===== src/rtl/cpu_ctrl_pkg.sv =====
// cpu_ctrl_pkg: shared definitions for the control_sequencer slice.
//   - opcode encodings (IR[31:27])
//   - opcode-class and FSM state enums
//   - ALU operation codes
//   - strobes_t: every DataPath strobe, in the order used by the top.
package cpu_ctrl_pkg;

    localparam logic [4:0] OP_LD   = 5'd0;
    localparam logic [4:0] OP_LDI  = 5'd1;
    localparam logic [4:0] OP_ST   = 5'd2;
    localparam logic [4:0] OP_ADD  = 5'd3;
    localparam logic [4:0] OP_SUB  = 5'd4;
    localparam logic [4:0] OP_AND  = 5'd5;
    localparam logic [4:0] OP_OR   = 5'd6;
    localparam logic [4:0] OP_SHR  = 5'd7;
    localparam logic [4:0] OP_SHRA = 5'd8;
    localparam logic [4:0] OP_SHL  = 5'd9;
    localparam logic [4:0] OP_ROR  = 5'd10;
    localparam logic [4:0] OP_ROL  = 5'd11;
    localparam logic [4:0] OP_ADDI = 5'd12;
    localparam logic [4:0] OP_ANDI = 5'd13;
    localparam logic [4:0] OP_ORI  = 5'd14;
    localparam logic [4:0] OP_MUL  = 5'd15;
    localparam logic [4:0] OP_DIV  = 5'd16;
    localparam logic [4:0] OP_NEG  = 5'd17;
    localparam logic [4:0] OP_NOT  = 5'd18;
    localparam logic [4:0] OP_BR   = 5'd19;
    localparam logic [4:0] OP_JR   = 5'd20;
    localparam logic [4:0] OP_JAL  = 5'd21;
    localparam logic [4:0] OP_IN   = 5'd22;
    localparam logic [4:0] OP_OUT  = 5'd23;
    localparam logic [4:0] OP_MFHI = 5'd24;
    localparam logic [4:0] OP_MFLO = 5'd25;
    localparam logic [4:0] OP_NOP  = 5'd26;
    localparam logic [4:0] OP_HALT = 5'd27;
    // 28..31 are undefined.

    // ALU codes: register ops reuse their opcode; immediates map onto these.
    localparam logic [4:0] ALU_ADD = OP_ADD;
    localparam logic [4:0] ALU_AND = OP_AND;
    localparam logic [4:0] ALU_OR  = OP_OR;
    localparam logic [4:0] ALU_INC = 5'b11111;

    // Memory wait-state counter width (MEM_WAIT is 0..7).
    localparam int WAIT_W = 3;

    typedef enum logic [3:0] {
        CLS_ALUR,
        CLS_ALUI,
        CLS_LD,
        CLS_LDI,
        CLS_ST,
        CLS_BR,
        CLS_JR,
        CLS_JAL,
        CLS_IN,
        CLS_OUT,
        CLS_MFHI,
        CLS_MFLO,
        CLS_MULDIV,
        CLS_NOP,
        CLS_HALT,
        CLS_ILL
    } op_class_e;

    typedef enum logic [3:0] {
        T0   = 4'd0,
        T1   = 4'd1,
        T2   = 4'd2,
        T3   = 4'd3,
        T4   = 4'd4,
        T5   = 4'd5,
        T6   = 4'd6,
        T7   = 4'd7,
        HALT = 4'd8
    } state_e;

    typedef struct packed {
        logic HiIn;
        logic LoIn;
        logic ZIn;
        logic PCIn;
        logic MDRIn;
        logic MARIn;
        logic YIn;
        logic OPortIn;
        logic IRIn;
        logic HiOut;
        logic LoOut;
        logic ZHiOut;
        logic ZLoOut;
        logic PCOut;
        logic MDROut;
        logic IPortOut;
        logic COut;
        logic Gra;
        logic Grb;
        logic Grc;
        logic RIn;
        logic ROut;
        logic BAOut;
        logic Conin;
        logic memread;
        logic memwrite;
    } strobes_t;

endpackage


===== src/rtl/control_sequencer_if.sv =====
// control_sequencer_if: DataPath control bus driven by the sequencer.
//   Load strobes : HiIn LoIn ZIn PCIn MDRIn MARIn YIn OPortIn IRIn
//   Bus drivers  : HiOut LoOut ZHiOut ZLoOut PCOut MDROut IPortOut COut
//   Reg file/CON : Gra Grb Grc RIn ROut BAOut Conin
//   Memory       : memread memwrite
//   ALU          : ALUCode [ALU_W-1:0]
// Modports: master (sequencer, drives everything), slave (DataPath).
interface control_sequencer_if #(
    parameter int ALU_W = 5
);
    logic HiIn, LoIn, ZIn, PCIn, MDRIn, MARIn, YIn, OPortIn, IRIn;
    logic HiOut, LoOut, ZHiOut, ZLoOut, PCOut, MDROut, IPortOut, COut;
    logic Gra, Grb, Grc, RIn, ROut, BAOut, Conin;
    logic memread, memwrite;
    logic [ALU_W-1:0] ALUCode;

    modport master (
        output HiIn, LoIn, ZIn, PCIn, MDRIn, MARIn, YIn, OPortIn, IRIn,
        output HiOut, LoOut, ZHiOut, ZLoOut, PCOut, MDROut, IPortOut, COut,
        output Gra, Grb, Grc, RIn, ROut, BAOut, Conin,
        output memread, memwrite, ALUCode
    );

    modport slave (
        input HiIn, LoIn, ZIn, PCIn, MDRIn, MARIn, YIn, OPortIn, IRIn,
        input HiOut, LoOut, ZHiOut, ZLoOut, PCOut, MDROut, IPortOut, COut,
        input Gra, Grb, Grc, RIn, ROut, BAOut, Conin,
        input memread, memwrite, ALUCode
    );
endinterface


===== src/rtl/opcode_decoder.sv =====
// opcode_decoder: combinational opcode -> instruction class + ALU code.
//   opcode_i   : IR[31:27]
//   op_class_o : execute-sequence class
//   alu_code_o : ALU operation for the class's ALU step (0 if none)
// Build option MULDIV_EN: when defined, mul/div decode as their own class;
// otherwise they fall into the illegal class.
module opcode_decoder
    import cpu_ctrl_pkg::*;
#(
    parameter int OPCODE_W = 5,
    parameter int ALU_W    = 5
) (
    input  logic [OPCODE_W-1:0] opcode_i,
    output op_class_e           op_class_o,
    output logic [ALU_W-1:0]    alu_code_o
);

    always_comb begin
        op_class_o = CLS_ILL;
        alu_code_o = '0;
        case (opcode_i)
            OP_ADD, OP_SUB, OP_AND, OP_OR, OP_SHR, OP_SHRA, OP_SHL,
            OP_ROR, OP_ROL, OP_NEG, OP_NOT: begin
                op_class_o = CLS_ALUR;
                alu_code_o = ALU_W'(opcode_i);
            end
            OP_ADDI: begin
                op_class_o = CLS_ALUI;
                alu_code_o = ALU_W'(ALU_ADD);
            end
            OP_ANDI: begin
                op_class_o = CLS_ALUI;
                alu_code_o = ALU_W'(ALU_AND);
            end
            OP_ORI: begin
                op_class_o = CLS_ALUI;
                alu_code_o = ALU_W'(ALU_OR);
            end
            OP_LD: begin
                op_class_o = CLS_LD;
                alu_code_o = ALU_W'(ALU_ADD);
            end
            OP_LDI: begin
                op_class_o = CLS_LDI;
                alu_code_o = ALU_W'(ALU_ADD);
            end
            OP_ST: begin
                op_class_o = CLS_ST;
                alu_code_o = ALU_W'(ALU_ADD);
            end
            OP_BR: begin
                op_class_o = CLS_BR;
                alu_code_o = ALU_W'(ALU_ADD);
            end
            OP_JR:   op_class_o = CLS_JR;
            OP_JAL:  op_class_o = CLS_JAL;
            OP_IN:   op_class_o = CLS_IN;
            OP_OUT:  op_class_o = CLS_OUT;
            OP_MFHI: op_class_o = CLS_MFHI;
            OP_MFLO: op_class_o = CLS_MFLO;
            OP_NOP:  op_class_o = CLS_NOP;
            OP_HALT: op_class_o = CLS_HALT;
`ifdef MULDIV_EN
            OP_MUL, OP_DIV: begin
                op_class_o = CLS_MULDIV;
                alu_code_o = ALU_W'(opcode_i);
            end
`else
            OP_MUL, OP_DIV: op_class_o = CLS_ILL;
`endif
            default: op_class_o = CLS_ILL;
        endcase
    end

endmodule


===== src/rtl/control_sequencer.sv =====
// control_sequencer: hardwired T-state control unit for the RISC DataPath.
// Fetches (T0..T2), decodes IR[31:27] and walks a per-class T3..T7 sequence.
//   clock      : rising-edge clock
//   clear      : asynchronous active-low reset; also forces all outputs low
//   run        : 1 = fetch next instruction, 0 = stall in T0
//   opcode     : IR[31:27], valid from T3 on
//   ConOut     : branch condition flip-flop, used in br T6
//   bus        : control_sequencer_if.master, every DataPath strobe + ALUCode
//   halted     : high while in HALT
//   illegal_op : one-cycle pulse in T3 for an undecodable opcode
//   state      : current state (debug)
// Build option MULDIV_EN enables the mul/div sequence (see opcode_decoder).
module control_sequencer
    import cpu_ctrl_pkg::*;
#(
    parameter int OPCODE_W = 5,
    parameter int ALU_W    = 5,
    parameter int MEM_WAIT = 0
) (
    input  logic                clock,
    input  logic                clear,
    input  logic                run,
    input  logic [OPCODE_W-1:0] opcode,
    input  logic                ConOut,
    control_sequencer_if.master bus,
    output logic                halted,
    output logic                illegal_op,
    output logic [3:0]          state
);

    state_e            state_q, state_d;
    logic [WAIT_W-1:0] wait_q, wait_d;
    op_class_e         op_class;
    logic [ALU_W-1:0]  alu_code;
    logic              mem_state;
    strobes_t          stb;
    logic [ALU_W-1:0]  alu_out;

    opcode_decoder #(
        .OPCODE_W (OPCODE_W),
        .ALU_W    (ALU_W)
    ) u_dec (
        .opcode_i   (opcode),
        .op_class_o (op_class),
        .alu_code_o (alu_code)
    );

    always_ff @(posedge clock or negedge clear) begin
        if (!clear) begin
            state_q <= T0;
            wait_q  <= '0;
        end else begin
            state_q <= state_d;
            wait_q  <= wait_d;
        end
    end

    // States that talk to memory and therefore stretch by MEM_WAIT cycles.
    always_comb begin
        mem_state = (state_q == T1)
                 || (state_q == T6 && op_class == CLS_LD)
                 || (state_q == T7 && op_class == CLS_ST);
    end

    // The wait counter is reloaded whenever we are not counting down, so it
    // always holds MEM_WAIT on entry to a memory state.
    always_comb begin
        state_d = state_q;
        wait_d  = WAIT_W'(MEM_WAIT);
        if (mem_state && wait_q != '0) begin
            wait_d = wait_q - 1'b1;
        end else begin
            case (state_q)
                T0: if (run) state_d = T1;
                T1: state_d = T2;
                T2: state_d = T3;
                // IR is only loaded at the end of T2, so the class decision
                // (including nop/halt/illegal) is taken in T3.
                T3: begin
                    case (op_class)
                        CLS_ALUR, CLS_ALUI, CLS_LD, CLS_LDI, CLS_ST,
                        CLS_BR, CLS_JAL, CLS_MULDIV: state_d = T4;
                        CLS_HALT:                    state_d = HALT;
                        default:                     state_d = T0;
                    endcase
                end
                T4: begin
                    if (op_class == CLS_JAL) state_d = T0;
                    else                     state_d = T5;
                end
                T5: begin
                    if (op_class inside {CLS_LD, CLS_ST, CLS_BR, CLS_MULDIV}) state_d = T6;
                    else                                                       state_d = T0;
                end
                T6: begin
                    if (op_class inside {CLS_LD, CLS_ST}) state_d = T7;
                    else                                  state_d = T0;
                end
                T7:      state_d = T0;
                HALT:    state_d = HALT;
                default: state_d = T0;
            endcase
        end
    end

    // Moore strobe decode; clear gates everything so a reset mid-instruction
    // silences the DataPath in the same cycle.
    always_comb begin
        stb     = '0;
        alu_out = '0;
        if (clear) begin
            case (state_q)
                T0: if (run) begin
                    stb.PCOut = 1'b1; stb.MARIn = 1'b1; stb.ZIn = 1'b1;
                    alu_out   = ALU_W'(ALU_INC);
                end
                T1: begin
                    stb.ZLoOut = 1'b1; stb.PCIn = 1'b1;
                    stb.memread = 1'b1; stb.MDRIn = 1'b1;
                end
                T2: begin
                    stb.MDROut = 1'b1; stb.IRIn = 1'b1;
                end
                T3: begin
                    case (op_class)
                        CLS_ALUR, CLS_ALUI: begin
                            stb.Grb = 1'b1; stb.ROut = 1'b1; stb.YIn = 1'b1;
                        end
                        CLS_LD, CLS_LDI, CLS_ST: begin
                            stb.Grb = 1'b1; stb.BAOut = 1'b1; stb.YIn = 1'b1;
                        end
                        CLS_BR: begin
                            stb.Gra = 1'b1; stb.ROut = 1'b1; stb.Conin = 1'b1;
                        end
                        CLS_JR: begin
                            stb.Gra = 1'b1; stb.ROut = 1'b1; stb.PCIn = 1'b1;
                        end
                        CLS_JAL: begin
                            stb.PCOut = 1'b1; stb.Grb = 1'b1; stb.RIn = 1'b1;
                        end
                        CLS_IN: begin
                            stb.IPortOut = 1'b1; stb.Gra = 1'b1; stb.RIn = 1'b1;
                        end
                        CLS_OUT: begin
                            stb.Gra = 1'b1; stb.ROut = 1'b1; stb.OPortIn = 1'b1;
                        end
                        CLS_MFHI: begin
                            stb.HiOut = 1'b1; stb.Gra = 1'b1; stb.RIn = 1'b1;
                        end
                        CLS_MFLO: begin
                            stb.LoOut = 1'b1; stb.Gra = 1'b1; stb.RIn = 1'b1;
                        end
                        CLS_MULDIV: begin
                            stb.Gra = 1'b1; stb.ROut = 1'b1; stb.YIn = 1'b1;
                        end
                        default: ;
                    endcase
                end
                T4: begin
                    case (op_class)
                        CLS_ALUR: begin
                            stb.Grc = 1'b1; stb.ROut = 1'b1; stb.ZIn = 1'b1;
                            alu_out = alu_code;
                        end
                        CLS_ALUI, CLS_LD, CLS_LDI, CLS_ST: begin
                            stb.COut = 1'b1; stb.ZIn = 1'b1;
                            alu_out  = alu_code;
                        end
                        CLS_BR: begin
                            stb.PCOut = 1'b1; stb.YIn = 1'b1;
                        end
                        CLS_JAL: begin
                            stb.Gra = 1'b1; stb.ROut = 1'b1; stb.PCIn = 1'b1;
                        end
                        CLS_MULDIV: begin
                            stb.Grb = 1'b1; stb.ROut = 1'b1; stb.ZIn = 1'b1;
                            alu_out = alu_code;
                        end
                        default: ;
                    endcase
                end
                T5: begin
                    case (op_class)
                        CLS_ALUR, CLS_ALUI, CLS_LDI: begin
                            stb.ZLoOut = 1'b1; stb.Gra = 1'b1; stb.RIn = 1'b1;
                        end
                        CLS_LD, CLS_ST: begin
                            stb.ZLoOut = 1'b1; stb.MARIn = 1'b1;
                        end
                        CLS_BR: begin
                            stb.COut = 1'b1; stb.ZIn = 1'b1;
                            alu_out  = alu_code;
                        end
                        CLS_MULDIV: begin
                            stb.ZLoOut = 1'b1; stb.LoIn = 1'b1;
                        end
                        default: ;
                    endcase
                end
                T6: begin
                    case (op_class)
                        CLS_LD: begin
                            stb.memread = 1'b1; stb.MDRIn = 1'b1;
                        end
                        CLS_ST: begin
                            stb.Gra = 1'b1; stb.ROut = 1'b1; stb.MDRIn = 1'b1;
                        end
                        // CON was loaded in T3, so ConOut is settled here.
                        CLS_BR: begin
                            stb.ZLoOut = 1'b1; stb.PCIn = ConOut;
                        end
                        CLS_MULDIV: begin
                            stb.ZHiOut = 1'b1; stb.HiIn = 1'b1;
                        end
                        default: ;
                    endcase
                end
                T7: begin
                    case (op_class)
                        CLS_LD: begin
                            stb.MDROut = 1'b1; stb.Gra = 1'b1; stb.RIn = 1'b1;
                        end
                        CLS_ST:  stb.memwrite = 1'b1;
                        default: ;
                    endcase
                end
                default: ;
            endcase
        end
    end

    assign bus.HiIn     = stb.HiIn;
    assign bus.LoIn     = stb.LoIn;
    assign bus.ZIn      = stb.ZIn;
    assign bus.PCIn     = stb.PCIn;
    assign bus.MDRIn    = stb.MDRIn;
    assign bus.MARIn    = stb.MARIn;
    assign bus.YIn      = stb.YIn;
    assign bus.OPortIn  = stb.OPortIn;
    assign bus.IRIn     = stb.IRIn;
    assign bus.HiOut    = stb.HiOut;
    assign bus.LoOut    = stb.LoOut;
    assign bus.ZHiOut   = stb.ZHiOut;
    assign bus.ZLoOut   = stb.ZLoOut;
    assign bus.PCOut    = stb.PCOut;
    assign bus.MDROut   = stb.MDROut;
    assign bus.IPortOut = stb.IPortOut;
    assign bus.COut     = stb.COut;
    assign bus.Gra      = stb.Gra;
    assign bus.Grb      = stb.Grb;
    assign bus.Grc      = stb.Grc;
    assign bus.RIn      = stb.RIn;
    assign bus.ROut     = stb.ROut;
    assign bus.BAOut    = stb.BAOut;
    assign bus.Conin    = stb.Conin;
    assign bus.memread  = stb.memread;
    assign bus.memwrite = stb.memwrite;
    assign bus.ALUCode  = alu_out;

    assign halted     = clear && (state_q == HALT);
    assign illegal_op = clear && (state_q == T3) && (op_class == CLS_ILL);
    assign state      = state_q;

endmodule


===== src/flat_wrapper.sv =====
// flat-port wrapper written by rule: the top's interface ports become plain ports
module control_sequencer_flat import cpu_ctrl_pkg::*;
#(
    parameter int OPCODE_W = 5,
    parameter int ALU_W    = 5,
    parameter int MEM_WAIT = 0
)
  (clock, clear, run, opcode, ConOut, halted, illegal_op, state, bus_HiIn, bus_LoIn, bus_ZIn, bus_PCIn, bus_MDRIn, bus_MARIn, bus_YIn, bus_OPortIn, bus_IRIn, bus_HiOut, bus_LoOut, bus_ZHiOut, bus_ZLoOut, bus_PCOut, bus_MDROut, bus_IPortOut, bus_COut, bus_Gra, bus_Grb, bus_Grc, bus_RIn, bus_ROut, bus_BAOut, bus_Conin, bus_memread, bus_memwrite, bus_ALUCode);
  control_sequencer_if #(.ALU_W(ALU_W)) bus_i ();
  input  logic clock;
  input  logic clear;
  input  logic run;
  input  logic [OPCODE_W-1:0] opcode;
  input  logic ConOut;
  output logic halted;
  output logic illegal_op;
  output logic [3:0] state;
  output wire logic [$bits(bus_i.HiIn)-1:0] bus_HiIn;
  output wire logic [$bits(bus_i.LoIn)-1:0] bus_LoIn;
  output wire logic [$bits(bus_i.ZIn)-1:0] bus_ZIn;
  output wire logic [$bits(bus_i.PCIn)-1:0] bus_PCIn;
  output wire logic [$bits(bus_i.MDRIn)-1:0] bus_MDRIn;
  output wire logic [$bits(bus_i.MARIn)-1:0] bus_MARIn;
  output wire logic [$bits(bus_i.YIn)-1:0] bus_YIn;
  output wire logic [$bits(bus_i.OPortIn)-1:0] bus_OPortIn;
  output wire logic [$bits(bus_i.IRIn)-1:0] bus_IRIn;
  output wire logic [$bits(bus_i.HiOut)-1:0] bus_HiOut;
  output wire logic [$bits(bus_i.LoOut)-1:0] bus_LoOut;
  output wire logic [$bits(bus_i.ZHiOut)-1:0] bus_ZHiOut;
  output wire logic [$bits(bus_i.ZLoOut)-1:0] bus_ZLoOut;
  output wire logic [$bits(bus_i.PCOut)-1:0] bus_PCOut;
  output wire logic [$bits(bus_i.MDROut)-1:0] bus_MDROut;
  output wire logic [$bits(bus_i.IPortOut)-1:0] bus_IPortOut;
  output wire logic [$bits(bus_i.COut)-1:0] bus_COut;
  output wire logic [$bits(bus_i.Gra)-1:0] bus_Gra;
  output wire logic [$bits(bus_i.Grb)-1:0] bus_Grb;
  output wire logic [$bits(bus_i.Grc)-1:0] bus_Grc;
  output wire logic [$bits(bus_i.RIn)-1:0] bus_RIn;
  output wire logic [$bits(bus_i.ROut)-1:0] bus_ROut;
  output wire logic [$bits(bus_i.BAOut)-1:0] bus_BAOut;
  output wire logic [$bits(bus_i.Conin)-1:0] bus_Conin;
  output wire logic [$bits(bus_i.memread)-1:0] bus_memread;
  output wire logic [$bits(bus_i.memwrite)-1:0] bus_memwrite;
  output wire logic [$bits(bus_i.ALUCode)-1:0] bus_ALUCode;
  assign bus_HiIn = bus_i.HiIn;
  assign bus_LoIn = bus_i.LoIn;
  assign bus_ZIn = bus_i.ZIn;
  assign bus_PCIn = bus_i.PCIn;
  assign bus_MDRIn = bus_i.MDRIn;
  assign bus_MARIn = bus_i.MARIn;
  assign bus_YIn = bus_i.YIn;
  assign bus_OPortIn = bus_i.OPortIn;
  assign bus_IRIn = bus_i.IRIn;
  assign bus_HiOut = bus_i.HiOut;
  assign bus_LoOut = bus_i.LoOut;
  assign bus_ZHiOut = bus_i.ZHiOut;
  assign bus_ZLoOut = bus_i.ZLoOut;
  assign bus_PCOut = bus_i.PCOut;
  assign bus_MDROut = bus_i.MDROut;
  assign bus_IPortOut = bus_i.IPortOut;
  assign bus_COut = bus_i.COut;
  assign bus_Gra = bus_i.Gra;
  assign bus_Grb = bus_i.Grb;
  assign bus_Grc = bus_i.Grc;
  assign bus_RIn = bus_i.RIn;
  assign bus_ROut = bus_i.ROut;
  assign bus_BAOut = bus_i.BAOut;
  assign bus_Conin = bus_i.Conin;
  assign bus_memread = bus_i.memread;
  assign bus_memwrite = bus_i.memwrite;
  assign bus_ALUCode = bus_i.ALUCode;
  control_sequencer #(.OPCODE_W(OPCODE_W), .ALU_W(ALU_W), .MEM_WAIT(MEM_WAIT)) u_core (.clock(clock), .clear(clear), .run(run), .opcode(opcode), .ConOut(ConOut), .bus(bus_i), .halted(halted), .illegal_op(illegal_op), .state(state));
endmodule

===== config.mk =====
export PLATFORM = sky130hd
export DESIGN_NAME = control_sequencer_flat
export DESIGN_NICKNAME = d
export VERILOG_FILES = /design/src/rtl/cpu_ctrl_pkg.sv /design/src/rtl/control_sequencer_if.sv /design/src/rtl/opcode_decoder.sv /design/src/rtl/control_sequencer.sv /design/src/flat_wrapper.sv
export SDC_FILE = /design/constraint.sdc
export NUM_CORES = 1
export LEC_CHECK = 0
export CAP_MARGIN = 20
export CORE_MARGIN = 5
export CORE_UTILIZATION = 42
export DETAILED_ROUTE_END_ITERATION = 10
export GPL_TIMING_DRIVEN = 0
export HOLD_SLACK_MARGIN = 0.15
export PLACE_DENSITY = 0.79
export SLEW_MARGIN = 10
export SYNTH_ARGS = -nofsm -noshare
export SYNTH_HDL_FRONTEND = slang
export SYNTH_SLANG_ARGS = --single-unit

===== constraint.sdc =====
create_clock -name clock -period 2.85 [get_ports clock]
set_input_delay 0.855 -clock clock [delete_from_list [all_inputs] [get_ports clock]]
set_output_delay 0.855 -clock clock [all_outputs]
set_load 0.005 [all_outputs]

### Clock routing, run 1

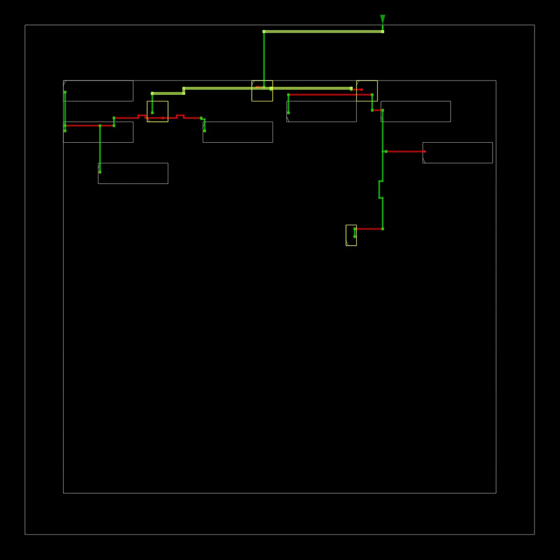
CTS buffer count: 3
CTS sink cnt: 7
sequential cell count: 7
Late-Pin Clk Latency: 0.26 ns
Fin Clk Skew: 0.00417 ns

### Selected gate families, run 1

The bar under the picture is 20 µm long.
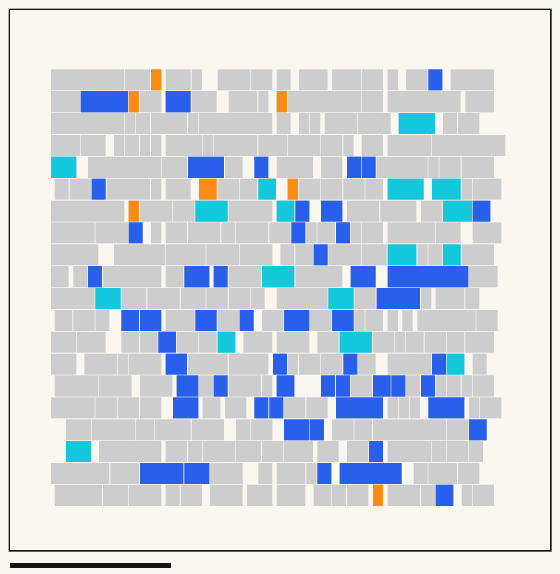
inverters -> orange  # cells 7, most used inv_1
AND and OR gates -> cyan  # cells 17
inverting AOI/OAI gates -> blue  # cells 54, most used o21ai_0
fin cells: 361
combinational share of cell area: 48.8%
top logic cell by instance count in the layout: buf_4

### Pin map, run 1

Pins as bars across the die edge, other pins in gray.
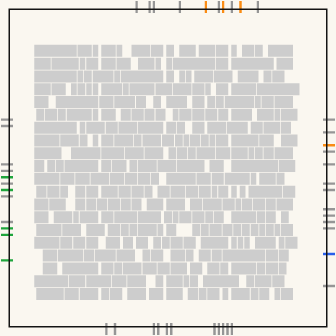
opcode -> green  # pins 5, direction input, edge left
bus_ZHiOut -> blue  # pins 1, direction output, edge right
state -> orange  # pins 4, direction output, edge 3 top, 1 right
Die X-Extent: 67.2 µm
die span in y: 67.2 µm
Buffers on Ports: 41

### Signal wires by layer, run 1

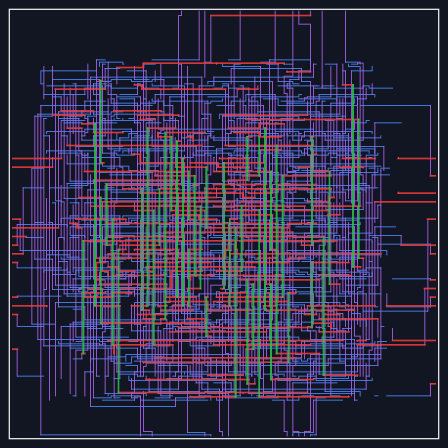
metal 1 -> blue  # wire length 3160 µm
metal 2 -> purple  # wire length 3960 µm
metal 4 -> green  # wire length 730 µm
metal 3 -> red  # wire length 1350 µm
Avg WL per Cell: 25.5 µm
routed via count: 2509
final WL: 9190 µm

==> run 1: layout make-up <==
class / instances / area [µm²] / area share [%]
buffer: 20 / 250 / 8.90
clock buffer: 4 / 26.3 / 0.934
inverter: 7 / 28.8 / 1.02
multi-input combinational: 174 / 1370 / 48.8
sequential: 7 / 175 / 6.23
tap: 44 / 55.1 / 1.96
timing repair buffer: 105 / 906 / 32.2
==> run 1: flip-flops by register name (all words and copies together), names as in the netlist <==
| signal | count |
|---|---|
| u_core.wait_q | 3 |
| u_core.state | 4 |
==> run 1: per-layer routing <==
layer  track usage [%]  part of all wire (%)  wire length, µm  vias to the layer above
li1                  -                     -                -                      959
met1              38.3                    34             3160                     1144
met2              49.0                    43             3960                      317
met3              6.99                    15             1350                       89
met4              11.6                   7.9              730                        0
met5                 0                     0                0                        -
==> run 1: worst max-delay path, stage by stage <==
cell	delay [ns]
buf_8	0.11
or2_4	0.26
buf_12	0.14
buf_4	0.13
buf_8	0.14
a21oi_4	0.14
a32o_2	0.24
a31oi_1	0.08
nor3_1	0.26
buf_2	0.18
==> run 1: cell families (layout without fill, tap and decap cells) <==
kind of cell | count (synthesis) | count (layout) | synth area share (%)
multiplexers | 5 | 5 | 3.74
other | 1 | 3 | 0.273
adder cells (fa/ha/maj) | 3 | 3 | 2.55
flip-flops | 7 | 7 | 12.8
AND-OR/OR-AND | 61 | 61 | 27.2
XOR/XNOR | 1 | 1 | 0.638
AND/OR/NAND/NOR | 101 | 101 | 41.7
buffers and inverters | 28 | 136 | 11.1
==> run 1: repair_timing <==
item | in CTS | in global routing
setup endpoints to repair | 30 | 24
gates resized | 198 | 55
hold buffers | 0 | 0
buffers inserted | 35 | 26
pin swaps | 30 | 24
cloned | 2 | 1
==> flow_metrics.env, run 1 <==
# source this file to load flow results
export IMPL_synth_yosys_seq_area_share_pct=12.8
export IMPL_endpoint="bus_RIn"
export IMPL_power_share_combinational_pct=82.9
export IMPL_dpl_cell_area_um2=1850
export IMPL_power_frac_clock_pct=7.1
export IMPL_max_cap_viol_count=0
export IMPL_seq_cell_power_mw=0.137
export IMPL_nNetsFinal=329
export IMPL_synth_warnings=0
export IMPL_avgSynthCellArea_um2=6.63
export IMPL_antenna_left=0
export IMPL_synth_flops=7
export IMPL_ys_types=49
export IMPL_async_reset_ff_share_pct=100
export IMPL_n_antenna_cell=0
export IMPL_pwr_share_seq_pct=10.0
export IMPL_largest_area_cell="dfrtp_1"
export IMPL_slew_headroom_pct=55.7
export IMPL_fp_util_pct=44.2
export IMPL_hold_viol_final=0
export IMPL_drive_gt1_share_pct=55.5
export IMPL_arrival_ns=2.54
export IMPL_reg2reg_depth=6
export IMPL_htreeDepth=1
export IMPL_antenna_found_initial=0
export IMPL_drt_iter0_drc=526
export IMPL_clk_pin_slew_worst_paths_ns=0.06
export IMPL_violations="negative setup slack"
export IMPL_clk_power_mw=0.0971
export IMPL_synth_edff_count=0
export IMPL_final_setup_tns_ns=-5.35
export IMPL_dp_hpwl_um=3450
export IMPL_rows=20
export IMPL_via_per_inst=6.95
export IMPL_top_area_share_pct=12.8
export IMPL_required_ns=2.00
export IMPL_drt_pass1_iterations=7
export IMPL_core_area_um2=3100
export IMPL_whs_ns=0.388
export IMPL_fin_area_um2=2810
export IMPL_fin_ws_ns=-0.547
export IMPL_layout_top_cells="51 x buf_4, 20 x buf_6, 17 x nor2_1, 16 x buf_2"
export IMPL_grt_pass1_vias=2020
export IMPL_hold_class="in -> async"
export IMPL_comb_power_mw=1.13
export IMPL_status="finished with violations"
export IMPL_warnings=30
export IMPL_power_leakage_nw=1.24
export IMPL_area_growth_pct=105
export IMPL_nFillCells=129
export IMPL_drc=0
export IMPL_syn_inst=207
export IMPL_grt_setup_unrepaired="yes"
export IMPL_gp_congestion=0.946
export IMPL_regToRegEndpoint="u_core.state[0]$_DFFE_PN0P_"
export IMPL_most_common_cell="nor2_1"
export IMPL_start_kind="primary input"
export IMPL_fmax_mhz=294
export IMPL_ys_cells=207
export IMPL_rrSetupSlack_ns=0.76
export IMPL_die_area_um2=4510
export IMPL_io_pins=46
export IMPL_worstPathMaxFanout=6
export IMPL_final_util_pct=90.6
export IMPL_yosys_top_cells_count="26 x nor2_1, 19 x a21oi_1, 17 x nand2_1, 15 x o21ai_0, 9 x nand2b_1"
export IMPL_r2r_start="u_core.state[2]$_DFFE_PN0P_"
export IMPL_period_minus_slack_ns=3.40
export IMPL_final_setup_viol_count=20
export IMPL_cts_root_buf="clkbuf_4"
export IMPL_period_used_pct=119
export IMPL_power_density_nw_per_um2=486
export IMPL_dp_cells=294
## Run 2: what changed since run 1
--- a/config.mk
+++ b/config.mk
@@ -12,7 +12,7 @@
 export GPL_TIMING_DRIVEN = 0
 export HOLD_SLACK_MARGIN = 0.15
 export PLACE_DENSITY = 0.79
-export SLEW_MARGIN = 10
+export SLEW_MARGIN = 20
 export SYNTH_ARGS = -nofsm -noshare
 export SYNTH_HDL_FRONTEND = slang
 export SYNTH_SLANG_ARGS = --single-unit
==> flow_metrics.env, run 2 <==
# source this file to load flow results
export IMPL_status="finished with violations"
export IMPL_violations="negative setup slack"
export IMPL_htreeDepth=1
export IMPL_wl_met1_um=3160
export IMPL_arrival_ns=2.54
export IMPL_path_cells="buf_8 > or2_4 > buf_12 > buf_4 > buf_8 > a21oi_4 > a32o_2 > a31oi_1 > nor3_1 > buf_2"
export IMPL_whs_ns=0.388
export IMPL_grt_setup_unrepaired="yes"
export IMPL_dp_cells=294
export IMPL_largest_reg_flops=4
export IMPL_slowest_delay_ns=0.26
export IMPL_dr_wl_met3_um=1350
export IMPL_drive_gt1_share_pct=55.5
export IMPL_fp_util_pct=44.2
export IMPL_synth_edff_count=0
export IMPL_layout_top_cells="51 x buf_4, 20 x buf_6, 17 x nor2_1, 16 x buf_2"
export IMPL_final_setup_tns_ns=-5.35
export IMPL_numCtsBuffers=3
export IMPL_drt_wl_total_um=9190
export IMPL_area_growth_pct=105
export IMPL_warnings=30
export IMPL_ys_cells=207
export IMPL_wl_per_cell_um=25.5
export IMPL_antenna_found_initial=0
export IMPL_grt_use_met2_pct=49.0
export IMPL_synth_flops=7
export IMPL_final_setup_viol_count=20
export IMPL_r2r_start="u_core.state[2]$_DFFE_PN0P_"
export IMPL_synth_yosys_seq_area_share_pct=12.8
export IMPL_port_buffers=41
export IMPL_drc=0
export IMPL_dp_hpwl_um=3450
export IMPL_drt_pass1_iterations=7
export IMPL_final_cells=361
export IMPL_grt_total_usage_pct=30.1
export IMPL_cts_sinks=7
export IMPL_insertion_delay_ns=0.26
export IMPL_critical_path_slowest_cell="or2_4"
export IMPL_worstPathMaxFanout=6
export IMPL_period_used_pct=119
export IMPL_power_density_nw_per_um2=486
export IMPL_avgSynthCellArea_um2=6.63
export IMPL_grt_pass1_vias=2020
export IMPL_via_count=2509
export IMPL_grt_use_met3_pct=6.99
export IMPL_die_area_um2=4510
export IMPL_gp_congestion=0.946
export IMPL_n_antenna_cell=0
export IMPL_most_common_cell="nor2_1"
export IMPL_max_cap_viol_count=0
export IMPL_required_ns=2.00
export IMPL_post_cts_buffers=35
export IMPL_critPathMostFrequentCell="buf_8"
export IMPL_io_pins=46
export IMPL_cts_root_buf="clkbuf_4"
export IMPL_hold_viol_final=0
export IMPL_fin_total_pwr_mw=1.37
export IMPL_rows=20
export IMPL_top_layer_used="met4"
export IMPL_grt_first_pass_wirelength_um=10400
export IMPL_yosys_top_cells_count="26 x nor2_1, 19 x a21oi_1, 17 x nand2_1, 15 x o21ai_0, 9 x nand2b_1"
export IMPL_drt_iter0_drc=526
export IMPL_grt_busiest_layer="met2"
export IMPL_period_minus_slack_ns=3.40
export IMPL_fin_area_um2=2810
export IMPL_syn_inst=207
export IMPL_wl_met2_um=3960
export IMPL_power_leakage_nw=1.24
export IMPL_fp_dieH_um=67.2
export IMPL_clk_pin_slew_worst_paths_ns=0.06
export IMPL_skew_ns=0.00417
export IMPL_antenna_left=0
export IMPL_fin_ws_ns=-0.547
export IMPL_nNetsFinal=329
export IMPL_tightest_slew_ns=0.662
export IMPL_holdBufCountCts=0
export IMPL_grt_use_met1_pct=38.3
export IMPL_critPathBufInv=5
export IMPL_via_per_inst=6.95
export IMPL_ys_types=49
export IMPL_core_area_um2=3100
export IMPL_synth_warnings=0
export IMPL_slew_headroom_pct=55.7
export IMPL_dpl_cell_area_um2=1850
export IMPL_hold_class="in -> async"
run 2: cell counts after synthesis:
Identical to the previous run, type by type.
run 2: cell type report:
class                   instances  area (µm²)  area share, %
well taps                      44        55.1           1.96
inverters                       7        28.8           1.02
clock buffers                   4        26.3          0.934
multi-input cells             174        1370           48.8
flip-flops and latches          7         175           6.23
plain buffers                  20         250           8.90
repair buffers                105         906           32.2
run 2: kinds of logic (layout without fill, tap and decap cells):
| kind of cell | Yosys count | count (layout) | share of synthesized area, % |
|---|---|---|---|
| DFF | 7 | 7 | 12.8 |
| muxes | 5 | 5 | 3.74 |
| adders and majority gates | 3 | 3 | 2.55 |
| xor gates and xnor gates | 1 | 1 | 0.638 |
| AOI/OAI and AO/OA | 61 | 61 | 27.2 |
| buffers and inverters | 28 | 136 | 11.1 |
| other | 1 | 3 | 0.273 |
| and+or+nand+nor | 101 | 101 | 41.7 |
run 2: worst paths after layout:
| kind | end | slack, ns | depth (start not counted) |
|---|---|---|---|
| worst max-delay path | bus_RIn | -0.55 | 10 |
| worst min-delay path | u_core.state[3]$_DFFE_PN0P_ | 0.39 | 1 |
| worst max register to register | u_core.state[0]$_DFFE_PN0P_ | 0.76 | 6 |
| worst min register to register | u_core.wait_q[0]$_DFF_PN0_ | 0.45 | 1 |
| max in group asynchronous | u_core.wait_q[0]$_DFF_PN0_ | 2.33 | 1 |
| min in group clock | u_core.wait_q[0]$_DFF_PN0_ | 0.45 | 1 |
run 2: report_power, final:
group | leakage (nW) | total [mW] | switching (mW) | internal (mW)
clock network | 0.0150 | 0.0971 | 0.0432 | 0.0539
logic | 1.13 | 1.13 | 0.627 | 0.507
registers | 0.0941 | 0.137 | 0.0168 | 0.120
total | 1.24 | 1.37 | 0.687 | 0.681
### Selected gate families, run 2

The bar under the picture is 20 µm long.
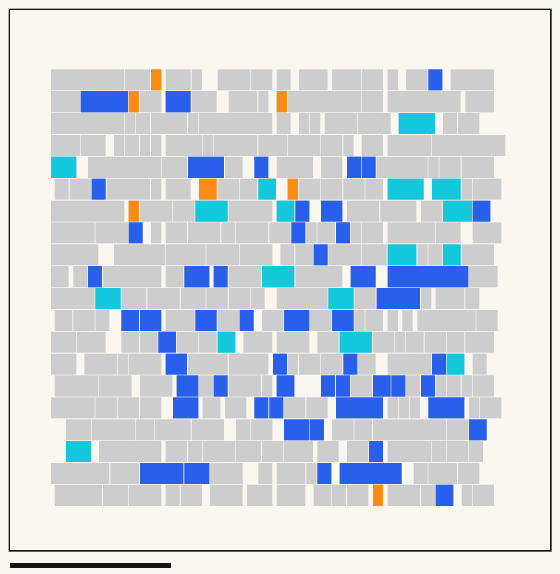
inverting AOI/OAI gates -> blue  # cells 54, most used o21ai_0
AND and OR gates -> cyan  # cells 17
inverters -> orange  # cells 7, most used inv_1

### Pin map, run 2

Pins as bars across the die edge, other pins in gray.
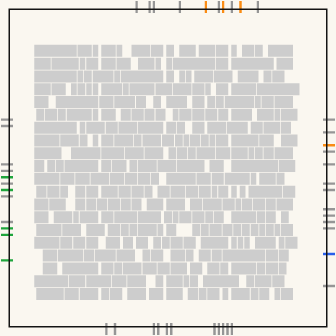
bus_ZHiOut -> blue  # pins 1, direction output, edge right
state -> orange  # pins 4, direction output, edge 3 top, 1 right
opcode -> green  # pins 5, direction input, edge left

## Run 3: what changed since run 2
--- a/config.mk
+++ b/config.mk
@@ -6,7 +6,6 @@
 export NUM_CORES = 1
 export LEC_CHECK = 0
 export CAP_MARGIN = 20
-export CORE_MARGIN = 5
 export CORE_UTILIZATION = 42
 export DETAILED_ROUTE_END_ITERATION = 10
 export GPL_TIMING_DRIVEN = 0
==> flow_metrics.env, run 3 <==
# source this file to load flow results
export IMPL_seq_cell_power_mw=0.144
export IMPL_syn_inst=207
export IMPL_drt_iter0_drc=364
export IMPL_lay_top_count="buf_4"
export IMPL_drt_pass1_iterations=6
export IMPL_switching_share_pct=49.2
export IMPL_fin_ws_ns=-0.488
export IMPL_largest_reg_flops=4
export IMPL_numCtsBuffers=3
export IMPL_hold_class="in -> async"
export IMPL_power_frac_clock_pct=7.5
export IMPL_synth_warnings=0
export IMPL_cts_sinks=7
export IMPL_async_reset_ff_share_pct=100
export IMPL_via_per_inst=6.62
export IMPL_worstPathMaxFanout=4
export IMPL_tightest_slew_ns=0.515
export IMPL_fp_util_pct=44.6
export IMPL_nNetsFinal=311
export IMPL_gp_congestion=0.937
export IMPL_final_setup_viol_count=15
export IMPL_synth_yosys_seq_area_share_pct=12.8
export IMPL_largest_area_cell="dfrtp_1"
export IMPL_status="finished with violations"
export IMPL_die_area_um2=3500
export IMPL_ys_cells=207
export IMPL_fp_dieH_um=59.2
export IMPL_synth_edff_count=0
export IMPL_fin_area_um2=2620
export IMPL_drive_gt1_share_pct=50.8
export IMPL_final_util_pct=85.2
export IMPL_comb_power_mw=1.09
export IMPL_area_growth_pct=91.0
export IMPL_power_net_switching_mw=0.654
export IMPL_critical_path_top_delay_family="AND-OR/OR-AND gates"
export IMPL_dp_cells=294
export IMPL_htreeDepth=1
export IMPL_pwr_share_seq_pct=10.8
export IMPL_slew_headroom_pct=65.5
export IMPL_hold_viol_final=0
export IMPL_clk_pin_slew_worst_paths_ns=0.06
export IMPL_whs_ns=0.382
export IMPL_rows=20
export IMPL_holdBufCountCts=0
export IMPL_drc=0
export IMPL_dp_hpwl_um=3160
export IMPL_grt_setup_unrepaired="yes"
export IMPL_max_cap_viol_count=0
export IMPL_power_leakage_nw=1.16
export IMPL_violations="negative setup slack"
export IMPL_layout_top_cells="37 x buf_4, 18 x nor2_1, 17 x buf_2, 16 x nand2_1, 14 x buf_6"
export IMPL_port_buffers=41
export IMPL_most_common_cell="nor2_1"
[run 3: cell counts after synthesis]
No cell type changed its count.
[run 3: cells by family after synthesis]
logic type               share of synthesized area (%)
AND-OR/OR-AND                                     27.2
other                                            0.273
buffers and inverters                             11.1
XOR/XNOR                                         0.638
AND/OR/NAND/NOR                                   41.7
multiplexers                                      3.74
flip-flops                                        12.8
adder cells (fa/ha/maj)                           2.55
[run 3: worst paths after layout]
kind                       slack [ns]                     endpoint  depth (start not counted)                        start
max reg2reg                      0.24  u_core.state[1]$_DFFE_PN0P_                         12  u_core.state[1]$_DFFE_PN0P_
min in group clock               0.42   u_core.wait_q[0]$_DFF_PN0_                          1   u_core.wait_q[0]$_DFF_PN0_
min                              0.38  u_core.state[1]$_DFFE_PN0P_                          1                        clear
max                             -0.49               bus_ALUCode[0]                          9                    opcode[2]
max in group asynchronous        2.32  u_core.state[0]$_DFFE_PN0P_                          1                        clear
min reg2reg                      0.42   u_core.wait_q[0]$_DFF_PN0_                          1   u_core.wait_q[0]$_DFF_PN0_
[run 3: cell type report]
cell class | instances | area (µm²)
Tap cell | 44 | 55.1
Timing Repair Buffer | 86 | 723
Sequential cell | 7 | 176
Buffer | 21 | 244
Clock buffer | 3 | 22.5
Multi-Input combinational cell | 174 | 1370
Fill cell | 153 | 457
Inverter | 7 | 28.8
Clock inverter | 1 | 5.00
[run 3: timing repair]
| action | in CTS | in global routing |
|---|---|---|
| cloned | 3 | 0 |
| endpoints found under the setup margin | 30 | 25 |
| endpoints found under the hold margin | 0 | 0 |
| setup buffers | 30 | 16 |
| pin swaps | 28 | 27 |
| gates resized | 196 | 45 |
[run 3: metal layers]
metal	GRT usage (%)	share of wire, %	up-vias
li1	-	-	928
met1	45.4	36	1056
met2	58.3	44	223
met3	10.5	13	65
met4	13.9	7.1	0
met5	0	0	-
### Signal wires by layer, run 3

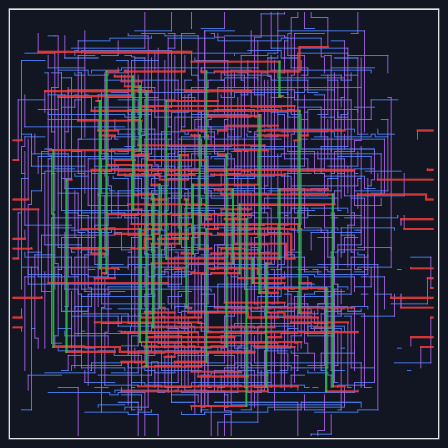
metal 4 -> green  # wire length 531 µm
metal 1 -> blue  # wire length 2680 µm
metal 3 -> red  # wire length 1000 µm
metal 2 -> purple  # wire length 3310 µm
Avg WL per Cell: 21.9 µm
final WL: 7520 µm
gr usage total: 36.2%
routed via count: 2272

### Clock routing, run 3

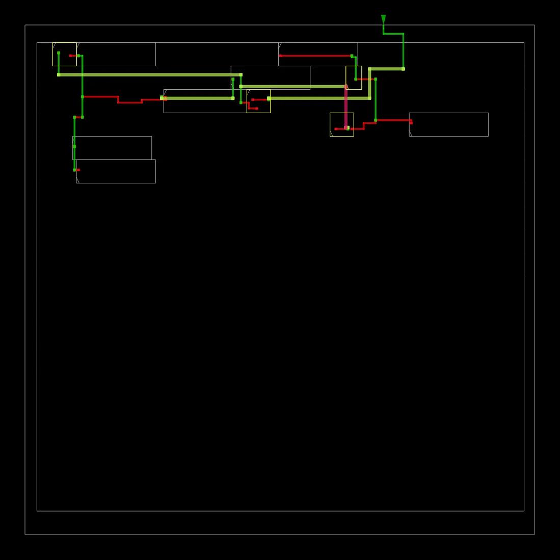
Clock Buffer Count: 3
Fin Clk Skew: 0.00552 ns
Late-Pin Clk Latency: 0.27 ns
Clock net power: 0.0998 mW

Power figures rest on the tool's default switching activity, not on a simulated workload.
